Figure 1. Floorplan with the power grid (run 1).
(6 px per µm) Pins as bars on the die edge.
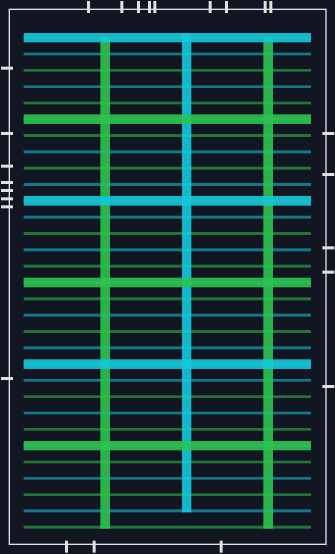
Figure 2. Placed cells, one colour a class (run 1).
(4 px per µm) Fill, decap, tap and diode cells in grey.
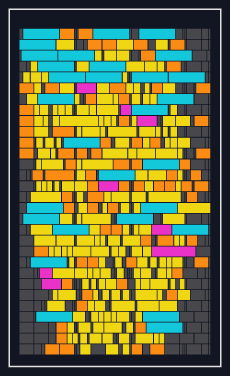
Figure 3. Routed clock nets over the placement (run 1).
(8 px per µm)
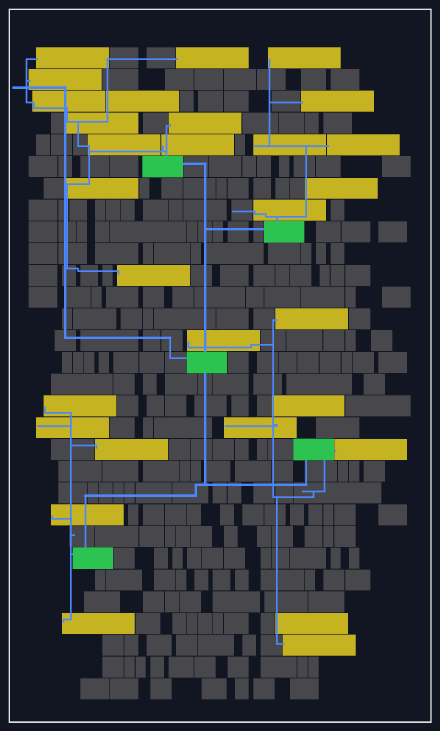
## config.mk

```make
export PLATFORM = sky130hd
export DESIGN_NAME = gcd_engine_flat
export DESIGN_NICKNAME = d
export VERILOG_FILES = /design/src/rtl/gcd_pkg.sv /design/src/rtl/gcd_if.sv /design/src/rtl/gcd_step.sv /design/src/rtl/gcd_engine.sv /design/src/flat_wrapper.sv
export SDC_FILE = /design/constraint.sdc
export NUM_CORES = 1
export LEC_CHECK = 0
export CAP_MARGIN = 0
export CORE_ASPECT_RATIO = 1.75
export CORE_MARGIN = 2
export CORE_UTILIZATION = 52
export CTS_BUF_LIST = sky130_fd_sc_hd__clkbuf_8
export DETAILED_ROUTE_END_ITERATION = 12
export PLACE_DENSITY = 0.82
export REMOVE_ABC_BUFFERS = 1
export SLEW_MARGIN = 20
export SYNTH_ARGS = -nofsm -noshare
export SYNTH_HDL_FRONTEND = slang
export SYNTH_SLANG_ARGS = --single-unit
```

## constraint.sdc

```tcl
create_clock -name clock -period 2.5 [get_ports clock]
set_clock_uncertainty 0.15 [all_clocks]
set_input_delay 0.25 -clock clock [delete_from_list [all_inputs] [get_ports clock]]
set_output_delay 0.25 -clock clock [all_outputs]
set_load 0.02 [all_outputs]
```

## src/rtl/gcd_pkg.sv

```systemverilog
// gcd_pkg: shared types and constants for the GCD engine and the calculator
// front end that drives it.
//   gcd_state_t        - engine FSM state encoding (also exported for debug)
//   GCD_WIDTH_DEFAULT  - default operand/result width in bits
package gcd_pkg;

    localparam int GCD_WIDTH_DEFAULT = 8;

    typedef enum logic [2:0] {
        IDLE    = 3'd0,
        GET_X   = 3'd1,
        GET_Y   = 3'd2,
        COMPUTE = 3'd3,
        DONE    = 3'd4
    } gcd_state_t;

endpackage

```

## src/rtl/gcd_if.sv

```systemverilog
// gcd_if: initiator <-> engine signal bundle for the load/x/y serial protocol.
//   clear      : synchronous abort/re-arm pulse (initiator -> engine)
//   load       : start strobe; x then y follow on data (initiator -> engine)
//   data       : operand bus, sampled only in the two cycles after load
//   gcd_result : registered result, valid while done=1 (engine -> initiator)
//   done       : level, high while a result is held
//   busy       : high from the cycle after load until done rises
//   state      : engine FSM state, for observation/debug only
//
// Handshake: a transaction is load followed by exactly two data beats; there
// is no back-pressure. done is a level that holds until the initiator issues
// clear or a new load, so the initiator may sample it on any cycle.
interface gcd_if
    import gcd_pkg::*;
#(
    parameter int WIDTH = GCD_WIDTH_DEFAULT
);
    logic             clear;
    logic             load;
    logic [WIDTH-1:0] data;
    logic [WIDTH-1:0] gcd_result;
    logic             done;
    logic             busy;
    gcd_state_t       state;

    modport master (
        output clear,
        output load,
        output data,
        input  gcd_result,
        input  done,
        input  busy,
        input  state
    );

    modport slave (
        input  clear,
        input  load,
        input  data,
        output gcd_result,
        output done,
        output busy,
        output state
    );
endinterface

```

## src/rtl/gcd_step.sv

```systemverilog
// gcd_step: one iteration of subtractive Euclid, purely combinational.
//   x, y      : current operands
//   next_x/y  : operands after one subtraction (unchanged when finished)
//   finished  : x==0, y==0 or x==y; no further subtraction needed
//   result    : the gcd when finished (y if x==0, else x)
module gcd_step
    import gcd_pkg::*;
#(
    parameter int WIDTH = GCD_WIDTH_DEFAULT
) (
    input  logic [WIDTH-1:0] x,
    input  logic [WIDTH-1:0] y,
    output logic [WIDTH-1:0] next_x,
    output logic [WIDTH-1:0] next_y,
    output logic             finished,
    output logic [WIDTH-1:0] result
);

    always_comb begin
        next_x   = x;
        next_y   = y;
        finished = (x == '0) || (y == '0) || (x == y);
        // x==0 covers gcd(0,n)=n and gcd(0,0)=0; otherwise x is the answer.
        result   = (x == '0) ? y : x;
        if (!finished) begin
            // Larger value is always the minuend, so no underflow.
            if (x > y) begin
                next_x = x - y;
            end else begin
                next_y = y - x;
            end
        end
    end

endmodule

```

## src/rtl/gcd_engine.sv

```systemverilog
// gcd_engine: iterative GCD responder. Captures load, then x, then y on the
// following two cycles, subtracts one step per cycle, then holds the result
// with done=1 until clear or a new load.
//   clock   : rising-edge clock
//   reset_n : asynchronous active-low reset
//   bus     : gcd_if slave (clear, load, data in; gcd_result, done, busy,
//             state out)
// Priority in every state: reset_n > clear > load > normal transition.
module gcd_engine
    import gcd_pkg::*;
#(
    parameter int WIDTH = GCD_WIDTH_DEFAULT
) (
    input  logic clock,
    input  logic reset_n,
    gcd_if.slave bus
);

    gcd_state_t       cur_state, nxt_state;
    logic [WIDTH-1:0] x, y, x_nxt, y_nxt;
    logic [WIDTH-1:0] result, result_nxt;
    logic             done_r, done_nxt;
    logic             busy_r, busy_nxt;

    logic [WIDTH-1:0] step_next_x, step_next_y, step_result;
    logic             step_finished;

    gcd_step #(.WIDTH(WIDTH)) u_step (
        .x        (x),
        .y        (y),
        .next_x   (step_next_x),
        .next_y   (step_next_y),
        .finished (step_finished),
        .result   (step_result)
    );

    // State and all output registers.
    always_ff @(posedge clock or negedge reset_n) begin
        if (!reset_n) begin
            cur_state <= IDLE;
            x         <= '0;
            y         <= '0;
            result    <= '0;
            done_r    <= 1'b0;
            busy_r    <= 1'b0;
        end else begin
            cur_state <= nxt_state;
            x         <= x_nxt;
            y         <= y_nxt;
            result    <= result_nxt;
            done_r    <= done_nxt;
            busy_r    <= busy_nxt;
        end
    end

    // Next state and operand datapath.
    always_comb begin
        nxt_state = cur_state;
        x_nxt     = x;
        y_nxt     = y;
        if (bus.clear) begin
            nxt_state = IDLE;
            x_nxt     = '0;
            y_nxt     = '0;
        end else if (bus.load) begin
            // Restart from any state; old operands are simply overwritten.
            nxt_state = GET_X;
        end else begin
            case (cur_state)
                IDLE: ;
                GET_X: begin
                    x_nxt     = bus.data;
                    nxt_state = GET_Y;
                end
                GET_Y: begin
                    y_nxt     = bus.data;
                    nxt_state = COMPUTE;
                end
                COMPUTE: begin
                    if (step_finished) begin
                        nxt_state = DONE;
                    end else begin
                        x_nxt = step_next_x;
                        y_nxt = step_next_y;
                    end
                end
                DONE: ;
                default: nxt_state = IDLE;
            endcase
        end
    end

    // Registered-output next values. done/busy follow the state being
    // entered so they are aligned with it after the edge.
    always_comb begin
        done_nxt   = (nxt_state == DONE);
        busy_nxt   = (nxt_state == GET_Y) || (nxt_state == COMPUTE);
        result_nxt = result;
        if (bus.clear) begin
            result_nxt = '0;
        end else if (!bus.load && (cur_state == COMPUTE) && step_finished) begin
            result_nxt = step_result;
        end
    end

    assign bus.gcd_result = result;
    assign bus.done       = done_r;
    assign bus.busy       = busy_r;
    assign bus.state      = cur_state;

endmodule

```

## src/flat_wrapper.sv

```systemverilog
// flat-port wrapper written by rule: the top's interface ports become plain ports
module gcd_engine_flat import gcd_pkg::*;
#(
    parameter int WIDTH = GCD_WIDTH_DEFAULT
)
  (clock, reset_n, bus_clear, bus_load, bus_data, bus_gcd_result, bus_done, bus_busy, bus_state);
  gcd_if #(.WIDTH(WIDTH)) bus_i ();
  input  logic clock;
  input  logic reset_n;
  input wire logic [$bits(bus_i.clear)-1:0] bus_clear;
  input wire logic [$bits(bus_i.load)-1:0] bus_load;
  input wire logic [$bits(bus_i.data)-1:0] bus_data;
  output wire logic [$bits(bus_i.gcd_result)-1:0] bus_gcd_result;
  output wire logic [$bits(bus_i.done)-1:0] bus_done;
  output wire logic [$bits(bus_i.busy)-1:0] bus_busy;
  output wire logic [$bits(bus_i.state)-1:0] bus_state;
  assign bus_i.clear = bus_clear;
  assign bus_i.load = bus_load;
  assign bus_i.data = bus_data;
  assign bus_gcd_result = bus_i.gcd_result;
  assign bus_done = bus_i.done;
  assign bus_busy = bus_i.busy;
  assign bus_state = bus_i.state;
  gcd_engine #(.WIDTH(WIDTH)) u_core (.clock(clock), .reset_n(reset_n), .bus(bus_i));
endmodule
```

==> results.yml, run 1 <==
# yosys + openroad results
run_status:
  status: "finished, violations left"
  failed_checks: "setup timing"
grt:
  antenna_found_initial: 0
  grt_overflow_total: 0
  grt_util_met3_pct: 5.35
  grt_pass1_vias: 2196
pwr:
  combinationalPower_uw: 826
  maxPowerGroup: "combinational cells"
  powerDensity_nw_per_um2: 613
  p_seq_share_pct: 27.9
cells_and_area:
  largest_class: "logic gates"
  n_antenna_cell: 0
  num-clock-buffers: 5
  drive_gt1_share_pct: 32.1
  seqCellArea_um2: 726
critical_path:
  critPathKind: "reg -> reg"
  cp.buffers_inverters: 5
  worstSetupEndpointType: "flop"
placed_design:
  io_buffer_count: 24
  gp_congestion: 0.934
die:
  chip_area_um2: 4670
  fp.dieH_um: 88.9
  rows: 30
  tapCellCount: 48
sta:
  final-setup-viol-count: 11
  layout_setup_ws_ns: -0.0685
  slew_headroom_pct: 62.0
  rsz0062_at_grt: "yes"
route:
  vias_per_cell: 6.07
  wl_met3_um: 316
cts:
  clkSinkCount: 29
  cts_inserted_buffers: 5
  htreeDepth: 2
flow_run:
  cap_viol_max_count: 0
logic_synthesis:
  yosys.area_share.aoi_pct: 28.3
  synth.avg_cell_area_um2: 9.16
  synthArstFlopShare_pct: 100
-- Figure 1 (at the start) --
| net | colour |
|---|---|
| VDD | cyan |
| VSS | green |
met1 rails: 31
met4 straps: 3
rows: 30
signal pins: 25

-- Figure 2 (at the start) --
| class | colour | cells |
|---|---|---|
| clock drivers and dummy loads | magenta | 8 |
| all other logic | yellow | 193 |
| other buffers and delay cells | orange | 75 |
| flip-flops | cyan | 29 |

-- Figure 3 (at the start) --
[clock wires] blue | length: 421 µm
[cells driving clock nets] green | count: 5
[flip-flops] yellow | count: 29
routed clock nets: 6

run 1: final timing paths:
kind	end	slack [ns]	cells after the start
worst max-delay path	u_core.x[4]	-0.07	12
worst min-delay path	u_core.x[1]	0.19	2
worst max register to register	u_core.x[4]	-0.07	12
worst min register to register	u_core.bus.gcd_result[2]	0.33	1
max in group asynchronous	u_core.x[2]	1.70	2
min in group clock	u_core.bus.gcd_result[2]	0.33	1
run 1: per-stage QoR:
stage / setup slack (ns) / hold WS (ns) / area (µm²) / util (%)
floorplan: -0.108 / -0.196 / 2060 / -
global placement: -0.0663 / 0.319 / 2660 / 68.1
detailed placement: -0.182 / 0.323 / 2660 / 68.1
CTS: -0.00254 / 0.206 / 2920 / 74.7
global route: -0.124 / 0.233 / 3010 / 77.1
finish: -0.0685 / 0.186 / 3010 / 77.1
run 1: cells by family after synthesis:
| group | count (synthesis) |
|---|---|
| AOI/OAI and AO/OA | 81 |
| adders and majority gates | 17 |
| and+or+nand+nor | 66 |
| DFF | 29 |
| buffers and inverters | 31 |
| xor gates and xnor gates | 9 |
| muxes | 1 |
run 1: cell usage in the layout (no fill, tap or decap), types with 3 or more instances in the layout:
cell type	netlist	layout
a21oi_1	28	26
inv_1	19	18
a311oi_2	5	5
nor2_1	18	15
dfrtp_1	29	29
buf_6	3	5
xor2_1	3	3
clkdlybuf4s50_1	0	24
o21ai_1	3	5
nand3_2	0	3
o2bb2ai_1	10	8
ha_1	15	13
a211oi_2	2	3
nand2_1	20	19
o21ai_0	13	9
buf_4	3	44
clkbuf_8	0	5
xnor2_1	6	6
nor3_1	5	5
run 1: worst register-to-register path: cells and delay by family, from the launching register on:
kind	cells	cell delay, ns
AND-OR/OR-AND	5	0.92
adder cells (fa/ha/maj)	2	0.53
flip-flops	1	0.38
buffers and inverters	5	0.50
==> run 2: changes to the inputs <==
--- a/config.mk
+++ b/config.mk
@@ -6,7 +6,6 @@
 export NUM_CORES = 1
 export LEC_CHECK = 0
 export CAP_MARGIN = 0
-export CORE_ASPECT_RATIO = 1.75
 export CORE_MARGIN = 2
 export CORE_UTILIZATION = 52
 export CTS_BUF_LIST = sky130_fd_sc_hd__clkbuf_8
==> run 2 against run 1 <==
The run now ends clean. Fmax increased by 3.6%. Sequential cell count is the same. Critical path depth decreased by 1. Via count down 7.4%. Design area shrank 9.5%. Combinational power fell by about 20%. Non-clock buffer count shrank 24. Worst hold slack better by 0.012 ns. Utilization decreased by 8.5 points. Synthesized cell count stayed put. Critical endpoint is now u_core.x[7]. Largest power group unchanged.
==> results.yml, run 2 <==
# yosys + openroad results
logic_synthesis:
  synthArstFlopShare_pct: 100
  yosys.area_share.aoi_pct: 28.3
  synth.avg_cell_area_um2: 9.16
  yosysWarningCount: 0
cts:
  clkSinkCount: 29
  path_clk_slew_ns: 0.07
  htreeDepth: 2
  cts_inserted_buffers: 5
placed_design:
  pre_cts_ws_ns: -0.0605
  io_buffer_count: 24
  gp_congestion: 0.927
  dpl_cell_area_um2: 2550
sta:
  slew_headroom_pct: 62.7
  final-setup-viol-count: 0
  layout_setup_ws_ns: 0.0209
  fin_hold_ws_ns: 0.199
  rsz0062_at_grt: "yes"
  fin_crit_ns: 2.48
pwr:
  p_seq_share_pct: 33.5
  p_int_uw: 984
  powerDensity_nw_per_um2: 574
  combinationalPower_uw: 664
  irDropWorstVdd_uv: 513
  maxPowerGroup: "combinational cells"
die:
  fp.dieH_um: 68.2
  rows: 23
  fp_util_pct: 54.0
  chip_area_um2: 4650
flow_run:
  cap_viol_max_count: 0
route:
  dr_total_vias: 1983
  vias_per_cell: 5.99
cells_and_area:
  drive_gt1_share_pct: 22.8
  nNetsFinal: 309
  final_area_um2: 2720
  n_antenna_cell: 0
  fin_util_pct: 68.6
  final_cell_mix: "27 x a21oi_1, 27 x dfrtp_1, 24 x clkdlybuf4s50_1, 24 x buf_4, 20 x nand2_1"
grt:
  antenna_found_initial: 0
  grt_pass1_vias: 1922
  grt_overflow_total: 0
critical_path:
  worstSetupEndpointType: "flop"
  critPathKind: "reg -> reg"
run_status:
  status: "finished, final reports clean"
[run 2: cell types whose count changed in the layout (fill, tap and decap cells not counted), sizes merged]
cell,delta
clkinv,+1
clkinvlp,-1
bufinv,-1
inv,+1
buf,-24
[run 2: area by class of cell]
| cell class | count | area (µm²) |
|---|---|---|
| repair buffers | 51 | 463 |
| clock buffers | 5 | 68.8 |
| clock inverters | 3 | 13.8 |
| fillers | 312 | 1250 |
| flip-flops and latches | 29 | 728 |
| inverters | 19 | 71.3 |
| well taps | 50 | 62.6 |
| multi-input cells | 174 | 1320 |
[run 2: worst max-delay path, cell delays in order (launching register included)]
cell and delay, ns:
dfrtp_1 0.38, inv_1 0.06, ha_2 0.18, inv_2 0.04, fa_2 0.34, a21o_1 0.19, a21oi_2 0.20, buf_4 0.16
o221a_4 0.21, o31ai_4 0.07, buf_12 0.16, a311oi_2 0.25
[run 2: routing by layer]
layer / global-route usage (%) / part of all wire (%) / vias up
li1: - / - / 934
met1: 31.5 / 40 / 958
met2: 44.9 / 50 / 72
met3: 7.57 / 6.7 / 19
met4: 11.8 / 3.0 / 0
met5: 0 / 0 / -
[run 2: timing repair]
| item | CTS | global route |
|---|---|---|
| resized | 2 | 14 |
| setup endpoints to repair | 16 | 16 |
| setup buffers | 1 | 3 |
| pin swaps | 2 | 6 |
| hold endpoints to repair | 0 | 0 |
[run 2: path summary, 6_finish.rpt]
kind / to / slack (ns) / depth (start not counted)
max in group asynchronous: u_core.y[1] / 1.71 / 2
max reg2reg: u_core.x[7] / 0.02 / 11
min reg2reg: u_core.bus.gcd_result[4] / 0.34 / 1
min in group clock: u_core.bus.gcd_result[4] / 0.34 / 1
min: u_core.x[3] / 0.20 / 2
max: u_core.x[7] / 0.02 / 11
Figure 4. Signal wires by layer (run 2).
(6 px per µm) Only two layers are drawn.
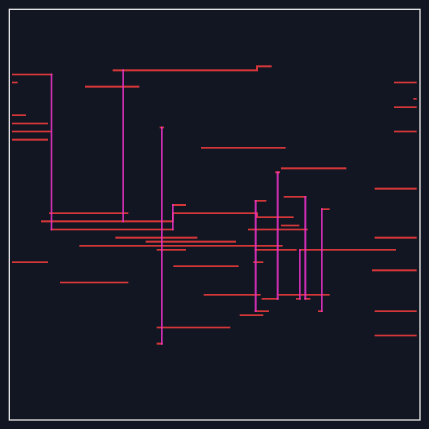
| layer | colour | wire length |
|---|---|---|
| met4 | magenta | 173 µm |
| met3 | red | 387 µm |

Figure 5. Floorplan with the power grid (run 2).
(6 px per µm) Pins as bars on the die edge.
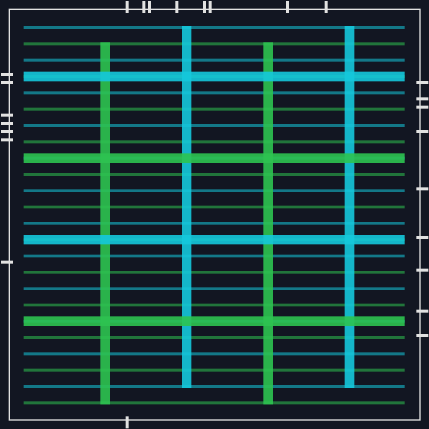
| net | colour |
|---|---|
| VSS | green |
| VDD | cyan |
met4 straps: 4
met1 rails: 24
met5 straps: 4

Power figures rest on the tool's default switching activity, not on a simulated workload.
